Figure 1. Clock distribution (run 1).
Bar = 20 um.
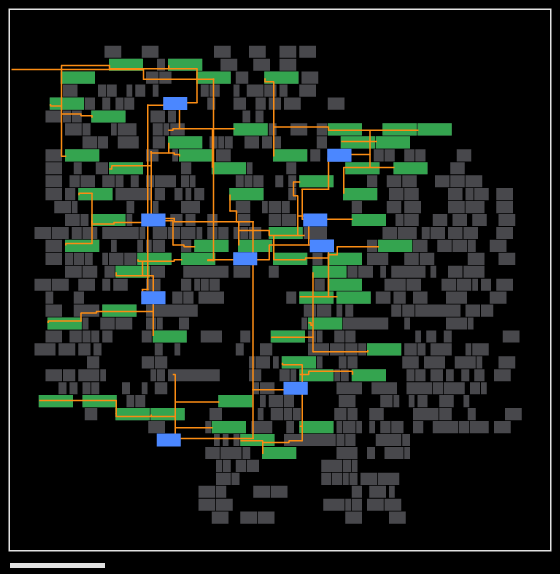
Figure 2. Placement by cell class (run 1).
Bar = 20 um.
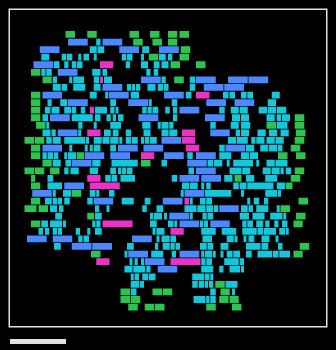
Figure 3. Where the registers sit (run 1).
Bar = 20 um. Other cells in gray.
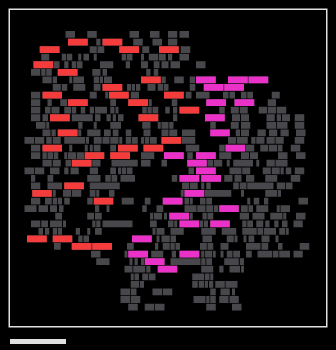
Figure 4. Track usage over the die (run 1).
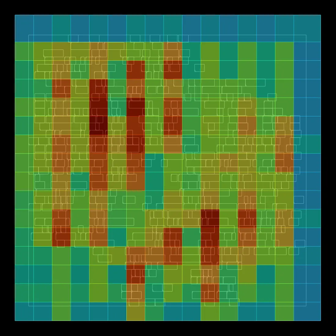
==> src/rtl/cpu_pkg.sv <==
// Shared constants and types for the D-stage hazard scoreboard.
package cpu_pkg;

  localparam int unsigned SB_AW = 5;
  localparam int unsigned SB_TW = 4;

  function automatic int unsigned tmax_of(input int unsigned tw);
    return (2 ** tw) - 1;
  endfunction

  // TMAX marks "never used / never produced"
  localparam int unsigned TMAX = tmax_of(SB_TW);
  localparam int unsigned TMIN = 0;

  localparam int unsigned STG_E = 1;
  localparam int unsigned STG_M = 2;
  localparam int unsigned STG_W = 3;

  typedef struct packed {
    logic [SB_AW-1:0] wa;
    logic [SB_TW-1:0] tnew;
  } sb_entry_t;

endpackage

==> src/rtl/hazard_match.sv <==
// Youngest-match priority encoder for one source register against the scoreboard.
module hazard_match
  import cpu_pkg::*;
#(
  parameter int unsigned AW   = SB_AW,
  parameter int unsigned TW   = SB_TW,
  parameter int unsigned NSTG = STG_W,
  parameter int unsigned SW   = $clog2(NSTG + 1)
) (
  input  logic [NSTG*(AW+TW)-1:0] i_sb,
  input  logic [AW-1:0]           i_ra,
  input  logic [TW-1:0]           i_tuse,
  output logic                    o_stall,
  output logic [SW-1:0]           o_fwd_sel
);

  localparam int unsigned   EW     = AW + TW;
  localparam logic [TW-1:0] L_TMAX = (TW == SB_TW) ? TW'(TMAX) : TW'(tmax_of(TW));

  logic          w_hit;
  logic [SW-1:0] w_stg;
  logic [TW-1:0] w_tnew;

  always_comb begin
    w_hit  = 1'b0;
    w_stg  = '0;
    w_tnew = '0;
    // scan oldest to youngest so the youngest match overwrites older ones
    for (int unsigned i = 0; i < NSTG; i++) begin
      if (i_ra != '0 && i_sb[(NSTG-1-i)*EW+TW +: AW] == i_ra) begin
        w_hit  = 1'b1;
        w_stg  = SW'(NSTG - i);
        w_tnew = i_sb[(NSTG-1-i)*EW +: TW];
      end
    end
  end

  assign o_stall   = w_hit && (i_tuse != L_TMAX) && (w_tnew > i_tuse);
  assign o_fwd_sel = (w_hit && w_tnew == TW'(TMIN)) ? w_stg : '0;

endmodule

==> src/rtl/hazard_sb.sv <==
// Pipeline hazard scoreboard beside D: tracks {wa, tnew} per downstream stage,
// produces the F/D stall, D-stage forward selects and a saturating stall counter.
module hazard_sb
  import cpu_pkg::*;
#(
  parameter int unsigned AW   = SB_AW,
  parameter int unsigned TW   = SB_TW,
  parameter int unsigned NSTG = STG_W,
  parameter int unsigned SW   = $clog2(NSTG + 1)
) (
  input  logic          clk,
  input  logic          reset,
  input  logic          d_valid,
  input  logic [AW-1:0] d_rs,
  input  logic [AW-1:0] d_rt,
  input  logic [TW-1:0] d_tuse_rs,
  input  logic [TW-1:0] d_tuse_rt,
  input  logic [AW-1:0] d_wa,
  input  logic [TW-1:0] d_tnew,
  input  logic          d_is_md,
  input  logic          md_busy,
  input  logic          flush,
  output logic          stall,
  output logic [SW-1:0] fwd_rs_sel,
  output logic [SW-1:0] fwd_rt_sel,
  output logic [31:0]   stall_cnt
);

  typedef struct packed {
    logic [AW-1:0] wa;
    logic [TW-1:0] tnew;
  } entry_t;

  entry_t [NSTG:1] r_sb;
  logic [31:0]     r_stall_cnt;
  logic            w_stall_rs;
  logic            w_stall_rt;
  logic            w_load;

  function automatic logic [TW-1:0] sat_dec(input logic [TW-1:0] x);
    return (x == TW'(TMIN)) ? x : x - TW'(1);
  endfunction

  hazard_match #(.AW(AW), .TW(TW), .NSTG(NSTG), .SW(SW)) u_match_rs (
    .i_sb      (r_sb),
    .i_ra      (d_rs),
    .i_tuse    (d_tuse_rs),
    .o_stall   (w_stall_rs),
    .o_fwd_sel (fwd_rs_sel)
  );

  hazard_match #(.AW(AW), .TW(TW), .NSTG(NSTG), .SW(SW)) u_match_rt (
    .i_sb      (r_sb),
    .i_ra      (d_rt),
    .i_tuse    (d_tuse_rt),
    .o_stall   (w_stall_rt),
    .o_fwd_sel (fwd_rt_sel)
  );

  assign stall  = d_valid & (w_stall_rs | w_stall_rt | (d_is_md & md_busy));
  assign w_load = d_valid & ~stall & ~flush;

  always_ff @(posedge clk) begin
    if (reset) begin
      r_sb        <= '0;
      r_stall_cnt <= '0;
    end else begin
      if (w_load) begin
        r_sb[STG_E].wa   <= d_wa;
        r_sb[STG_E].tnew <= sat_dec(d_tnew);
      end else begin
        r_sb[STG_E] <= '0;
      end
      for (int unsigned k = STG_M; k <= NSTG; k++) begin
        r_sb[k].wa   <= r_sb[k-1].wa;
        r_sb[k].tnew <= sat_dec(r_sb[k-1].tnew);
      end
      if (stall && r_stall_cnt != '1) r_stall_cnt <= r_stall_cnt + 32'd1;
    end
  end

  assign stall_cnt = r_stall_cnt;

endmodule

==> config.mk <==
export PLATFORM = sky130hd
export DESIGN_NAME = hazard_sb
export DESIGN_NICKNAME = d
export VERILOG_FILES = /design/src/rtl/cpu_pkg.sv /design/src/rtl/hazard_match.sv /design/src/rtl/hazard_sb.sv
export SDC_FILE = /design/constraint.sdc
export NUM_CORES = 1
export LEC_CHECK = 0
export CAP_MARGIN = 10
export CORE_MARGIN = 5
export CORE_UTILIZATION = 35
export CTS_CLUSTER_DIAMETER = 50
export CTS_CLUSTER_SIZE = 24
export DETAILED_ROUTE_END_ITERATION = 7
export PLACE_DENSITY_LB_ADDON = 0.3
export SLEW_MARGIN = 5
export SYNTH_ARGS = -nofsm -noshare
export SYNTH_HDL_FRONTEND = slang
export SYNTH_HIERARCHICAL = 1
export SYNTH_SLANG_ARGS = --single-unit
export TNS_END_PERCENT = 5
==> constraint.sdc <==
create_clock -name clk -period 4.95 [get_ports clk]
set_input_delay 0.495 -clock clk [delete_from_list [all_inputs] [get_ports clk]]
set_output_delay 0.495 -clock clk [all_outputs]
set_load 0.02 [all_outputs]
==> notes.md, run 1 <==
Implementation progress

The flow ran to the end, and the final reports show no timing, DRC or antenna violations. The placement stage leaves a total instance area of 4550 um^2. According to the I/O placement log, the pin count is 70.

For this run, the leading register cell type out of synthesis is dfxtp_1. The type recorded for the worst min-delay path is reg2reg. The number of clock sinks came to 59. Per the CTS log, the root buffer master is clkbuf_8. The number of enable flip-flop cells stands at 0. Data on the critical path is required at its endpoint by 4.45 ns. The number of instances in the synthesized netlist stands at 428.

The switching power as a share of total power stands at 0.226. After synthesis the netlist holds a flip-flop and latch count of between 50 and 60. Counting only logic cells after layout, the most numerous master is clkdlybuf4s50_1.

Counting the warning lines in the Yosys log gives 6. The part of the Yosys area used for sequential elements stands at 0.315. The core area stands at 10,400 um^2. The number of antenna cells inserted stands at 0. The wire length the detailed router placed on met1 stands at 4.43 mm.

The register with the most flip-flops in the layout has 32 of them. In the final routed layout, each cell accounts on average for about 15 um. The end-of-flow timing check tallies setup violations at 0. The total wirelength of the detailed-routed design stands at 9.51 mm. The main area contributors are dfxtp_1 (31%), xnor2_1 (5.1%), ha_1 (4.0%). Among the non-sequential cells, simple AND/OR/NAND/NOR gates take the most area.

In this run the full chip footprint comes out at 12,900 um^2. The power spent charging and discharging nets stands at roughly 0.26 mW. The delay of the slowest cell on the worst path stands at approximately 0.60 ns. The layout overhead on the synthesized area stands at 28.3%. The worst setup path is captured at an output port.

In the final report, the number of pins over their slew limit comes to 0. The buffers plus inverters on the worst setup path stands at 3. The filler cells instantiated in the layout total a little over 1,000. The top fanout value on the critical path stands at 7. The worst hold slack after final layout stands at 0.510 ns.

The number of cell rows stands at 37. The cell-mix breakdown from Yosys lists the adder-cell area share as 0.0400. The maximum number of pins on one net before global-route repair stands at 28. At the placement stage, the worst setup path has a slack of between 0.1 and 0.15 ns. The initial standard-cell utilization of the core stands at 0.362. The worst setup path is launched from an input port. The power report attributes to the combinational group a share of 0.104. The iteration count of the initial detailed-routing pass stands at 4.

Counting instances in the post-synthesis netlist gives the leading cell types as dfxtp_1 (59), a21oi_1 (26), inv_1 (22), nor2_1 (22), xnor2_1 (22). The maximum root-to-sink buffer count stands at 2. The worst setup path is of the in2out kind.

According to the Yosys statistics, the synthesized design has a chip area of around 3700 um^2. The number of levels in the clock H-tree stands at 3. The number of cells reported by Yosys stat comes to ~430. The total setup buffers inserted after CTS stands at 0. The cell that appears most often on the critical path is o21ai_0. Per the post-synthesis report, the nets total 473.

Per the synthesis report, the number of distinct cell types is 58. The via count stands at 3,404. CTS added clock buffers totalling 9. Listed in order, past its start point the critical path passes clkdlybuf4s50_1 > or4_4 > nor2_2 > and3b_1 > a22oi_1 > o21ai_0 > ha_1 > nor2b_1 > o21ai_0 > nand2b_1 > a21oi_1 > nor3_2 > a211o_1 > nand2_1 > inv_1 > dlymetal6s2s_1. The first-pass GRT wire length stands at roughly 16 mm. The final instance area stands at 4810 um^2.

The area fraction in compound gates after synthesis stands at 0.199. The routability congestion estimate stands at 0.925. Dividing the detail-routed via count by the number of cells gives 5.35. Yosys reported that registers with async set or reset make up 0.

The headroom to the max-slew limit stands at 0.607. Looking at area per cell type in the netlist, the leader is dfxtp_1. Summing over the stages, the warning tally comes to 26.

After detailed routing, no signal wire sits above met4. Per report_power, the top consumer among the power groups is the clock network. After the flow finishes, the layout carries non-filler instances totaling 636. The share of the synthesized area in the top cell type stands at 0.315. The internal power stands at roughly 0.89 mW. Summed over all nets, the half-perimeter wirelength after detailed placement is 7.16 mm. The setup TNS after final layout stands at 0 ns.

The die span in y stands at roughly 110 um. Leaving out fill and tap cells, the most frequent cells in the layout are clkdlybuf4s50_1 (67), dfxtp_1 (59), a21oi_1 (26). The relative contribution of sequential cells to total power stands at 0.430. The wire length on met2 stands at 4.43 mm. Based on the critical path, the design can be clocked at up to 0.220 GHz. Post-CTS repair changed the size of 0 cells.
Notes on Figure 1 above:
[blue] clock-net drivers | count: 9
[green] flip-flops | count: 59
[orange] clock wires | length: 849 um
routed clock nets: 10
power dissipated in the clock network: 0.535 mW
fraction of power consumed by the clock network: 0.466
final setup skew: 0.00998 ns

Notes on Figure 2 above:
| color | class | cells |
|---|---|---|
| cyan | remaining logic cells | 352 |
| magenta | clock drivers and dummy loads | 16 |
| green | remaining buffers and delay cells | 73 |
| blue | registers | 59 |

Notes on Figure 3 above:
| color | name in the netlist | flops |
|---|---|---|
| red | stall_cnt | 32 |
| magenta | r_sb | 27 |
Flop+latch power: 0.494 mW
storage element area: 1180 um^2
sequential share of cell area: 0.246

Notes on Figure 4 above:
global routing usage on met3: 0.0371
Most Crowded Layer GR: met2
met1 track demand over resource: 0.193
final cell utilization of the core: 0.464

[run 1: layout make-up]
cell class	instances	area, um^2	share of cell area
clock buffers	11	141	0.0294
clock inverters	5	100	0.0208
inverters	22	82.6	0.0172
multi-input cells	330	2420	0.502
flip-flops and latches	59	1180	0.246
well taps	136	170	0.0354
repair buffers	73	718	0.149
[run 1: path summary, 6_finish.rpt]
kind	end	cells after the start	from	slack [ns]
worst max-delay path	stall	16	d_rt[1]	0.41
worst min-delay path	r_sb[25]$_SDFF_PP0_	1	r_sb[16]$_SDFF_PP0_	0.51
worst max register to register	stall_cnt[16]$_SDFFE_PP0P_	16	r_sb[16]$_SDFF_PP0_	0.95
worst min register to register	r_sb[25]$_SDFF_PP0_	1	r_sb[16]$_SDFF_PP0_	0.51
--- run 2 (diff from run 1) ---
clock period = 5.6 ns   (was 4.95 ns; I/O delays follow)
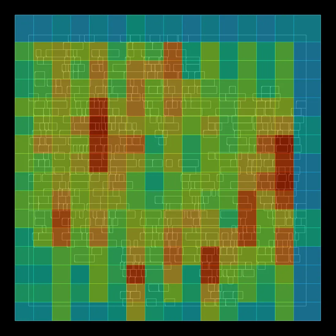
Figure 5: run 2, track usage over the die.
final cell utilization of the core: 0.458
met2 track utilization from global routing: 0.258
wire length per cell after detailed routing: 15.4 um
global routing usage on met3: 0.0467

==> notes.md, run 2 <==
Implementation progress

Summed over all nets, the half-perimeter wirelength after detailed placement is 7.21 mm. The synthesized netlist was found by Yosys to have 428 cells. The power report attributes to the sequential group a share of 0.467. The share of synthesized cell area in full adder, half adder and majority cells stands at 0.0400. Summing all multi-input logic gate instances after layout gives 2410 um^2.

The first-pass GRT wire length stands at 16.2 mm. The synthesis report gives the async set-or-reset register share as 0. The total setup violations reported at the end of the flow stands at 0. On the worst path, the slowest cell contributes a delay of 0.63 ns.

The power consumed by sequential cells stands at 0.436 mW. The routability congestion estimate stands at 0.839. The run finished with clean final reports. The power consumed by combinational cells stands at ~0.11 mW. On the final layout, the worst hold slack is 0.509 ns. The internal power stands at about 0.72 mW.

Of the total synthesized cell area, the portion taken by AND-OR and OR-AND cells is 0.199. The signal on the critical path passes through clkdlybuf4s50_1 > or4_4 > nor2_2 > and3b_1 > a22oi_1 > o21ai_0 > ha_1 > nor2b_1 > o21ai_0 > nand2b_1 > a21oi_1 > nor3_1 > a211o_1 > nand2_1 > inv_1 > clkdlybuf4s50_1. Setup repair after global routing left no endpoint under its margin. Looking at the post-CTS report, the setup buffer insertion count equals 0.

By area the synthesized netlist is led by dfxtp_1 (31%), xnor2_1 (5.1%), ha_1 (4.0%). Routed signal wires occupy layers up through met4. According to the hold report, the worst path is of the reg2reg type. The warning tally printed by Yosys for this design is 6. Per the post-place timing report, worst setup slack is roughly 0.16 ns. The number of non-filler instances in the completed layout stands at 633.

The floorplan has 37 rows. According to the Yosys statistics, the synthesized design has a chip area of 3750 um^2. The worst setup path is launched from an input port. Counting flops with a built-in enable in the synthesized netlist gives 0. The number of levels in the clock H-tree stands at 3. The register with the most flip-flops in the layout has 32 of them. The share of the synthesized area in the top cell type stands at 0.315. Yosys reports that the most numerous cell types are dfxtp_1 (59), a21oi_1 (26), inv_1 (22), nor2_1 (22), xnor2_1 (22).

The detailed router reported a total wirelength of between 9 and 10 mm. The area taken by flip-flops and latches stands at 1180 um^2. CTS placed an instance of clkbuf_8 at the clock tree root.

The via count stands at 3,440. The die span in y stands at between 100 and 150 um. The largest total area in the synthesized netlist belongs to dfxtp_1. In the synthesized netlist, the dominant kind of combinational cell is simple AND/OR/NAND/NOR gates. The worst setup path is of the in2out kind. The maximum number of pins on one net before global-route repair stands at 54.

The relative contribution of combinational cells to total power stands at 0.112. The final instance area stands at 4740 um^2. The die covers 12,900 um^2. Per the run report, area growth between synthesis and finish was 26.5%.

Clock skew on the completed layout was measured at 0.00877 ns. The proportion of power drawn by the clock network stands at 0.421. Global routing put the most usage on met2. The buffers plus inverters on the worst setup path stands at 3. Synthesis produced a netlist whose cell count is 428. After clock tree synthesis, the repair step resized 0 gates.

The global routing met1 resource utilization stands at 0.186. After synthesis, the share of cell area in mux cells is 0.0130. Counting distinct cell types in the post-synthesis netlist gives 58. The final timing report lists a max-slew violation count of 0. The part of the Yosys area used for sequential elements stands at 0.315. The most used flip-flop cell after synthesis is dfxtp_1. The final layout reports a setup TNS of 0 ns. Once synthesis finished, the tally of register bits stood at between 50 and 60. CTS added clock buffers totalling 9. By instance count after routing, the leading logic cell type is clkdlybuf4s50_1.

Timing would allow up to 0.191 GHz. The number of fillers in the final layout stands at 1,019. The total number of clock tree sinks stands at 59. Max fanout on the critical path was recorded as 11. The wire length on met2 stands at about 4.7 mm. CTS reports a maximum clock tree buffer depth of 2. By instance count after routing, the leading logic cell types are clkdlybuf4s50_1 (68), dfxtp_1 (59), a21oi_1 (26).

The final number of hold-violating endpoints stands at 0. The power spent charging and discharging nets stands at 0.220 mW. around 70 I/O pins were placed. Per report_power, the top consumer among the power groups is sequential cells.

Switching power as a fraction of the total was reported as 0.235. In this run the cell area measured after placement is 4530 um^2. Across all checked pins, the minimum headroom to the slew limit is 0.468.

Per the post-synthesis report, the nets total 473. The clock network power consumption stands at 0.394 mW. STA classifies the critical path endpoint as an output port. The logs give a warning total of 26.

The iteration count of the initial detailed-routing pass stands at 4. The via count normalized by instance count stands at 5.43. In the floorplan report the effective utilization is 0.362. For the worst setup path, the data required time is 5.04 ns. The total overflow left after global routing is 0.

The core area stands at 10,400 um^2. After detailed routing, the wire length on met1 is about 4.2 mm.
## run 2: cell counts after synthesis
No cell type changed its count.
## run 2: final timing paths
check	startpoint	end	slack (ns)	cells past startpoint
max	d_rs[1]	stall	0.37	16
min	r_sb[14]$_SDFF_PP0_	r_sb[23]$_SDFF_PP0_	0.51	1
max reg2reg	r_sb[24]$_SDFF_PP0_	stall_cnt[31]$_SDFFE_PP0P_	1.47	16
min reg2reg	r_sb[14]$_SDFF_PP0_	r_sb[23]$_SDFF_PP0_	0.51	1
## run 2: layout make-up
class                   instances  area share
diodes                          1    0.000527
clock buffers                  12      0.0348
clock inverters                 2     0.00738
inverters                      22      0.0174
multi-input cells             330       0.507
flip-flops and latches         59       0.249
well taps                     136      0.0359
repair buffers                 71       0.148
Power figures rest on the tool's default switching activity, not on a simulated workload.
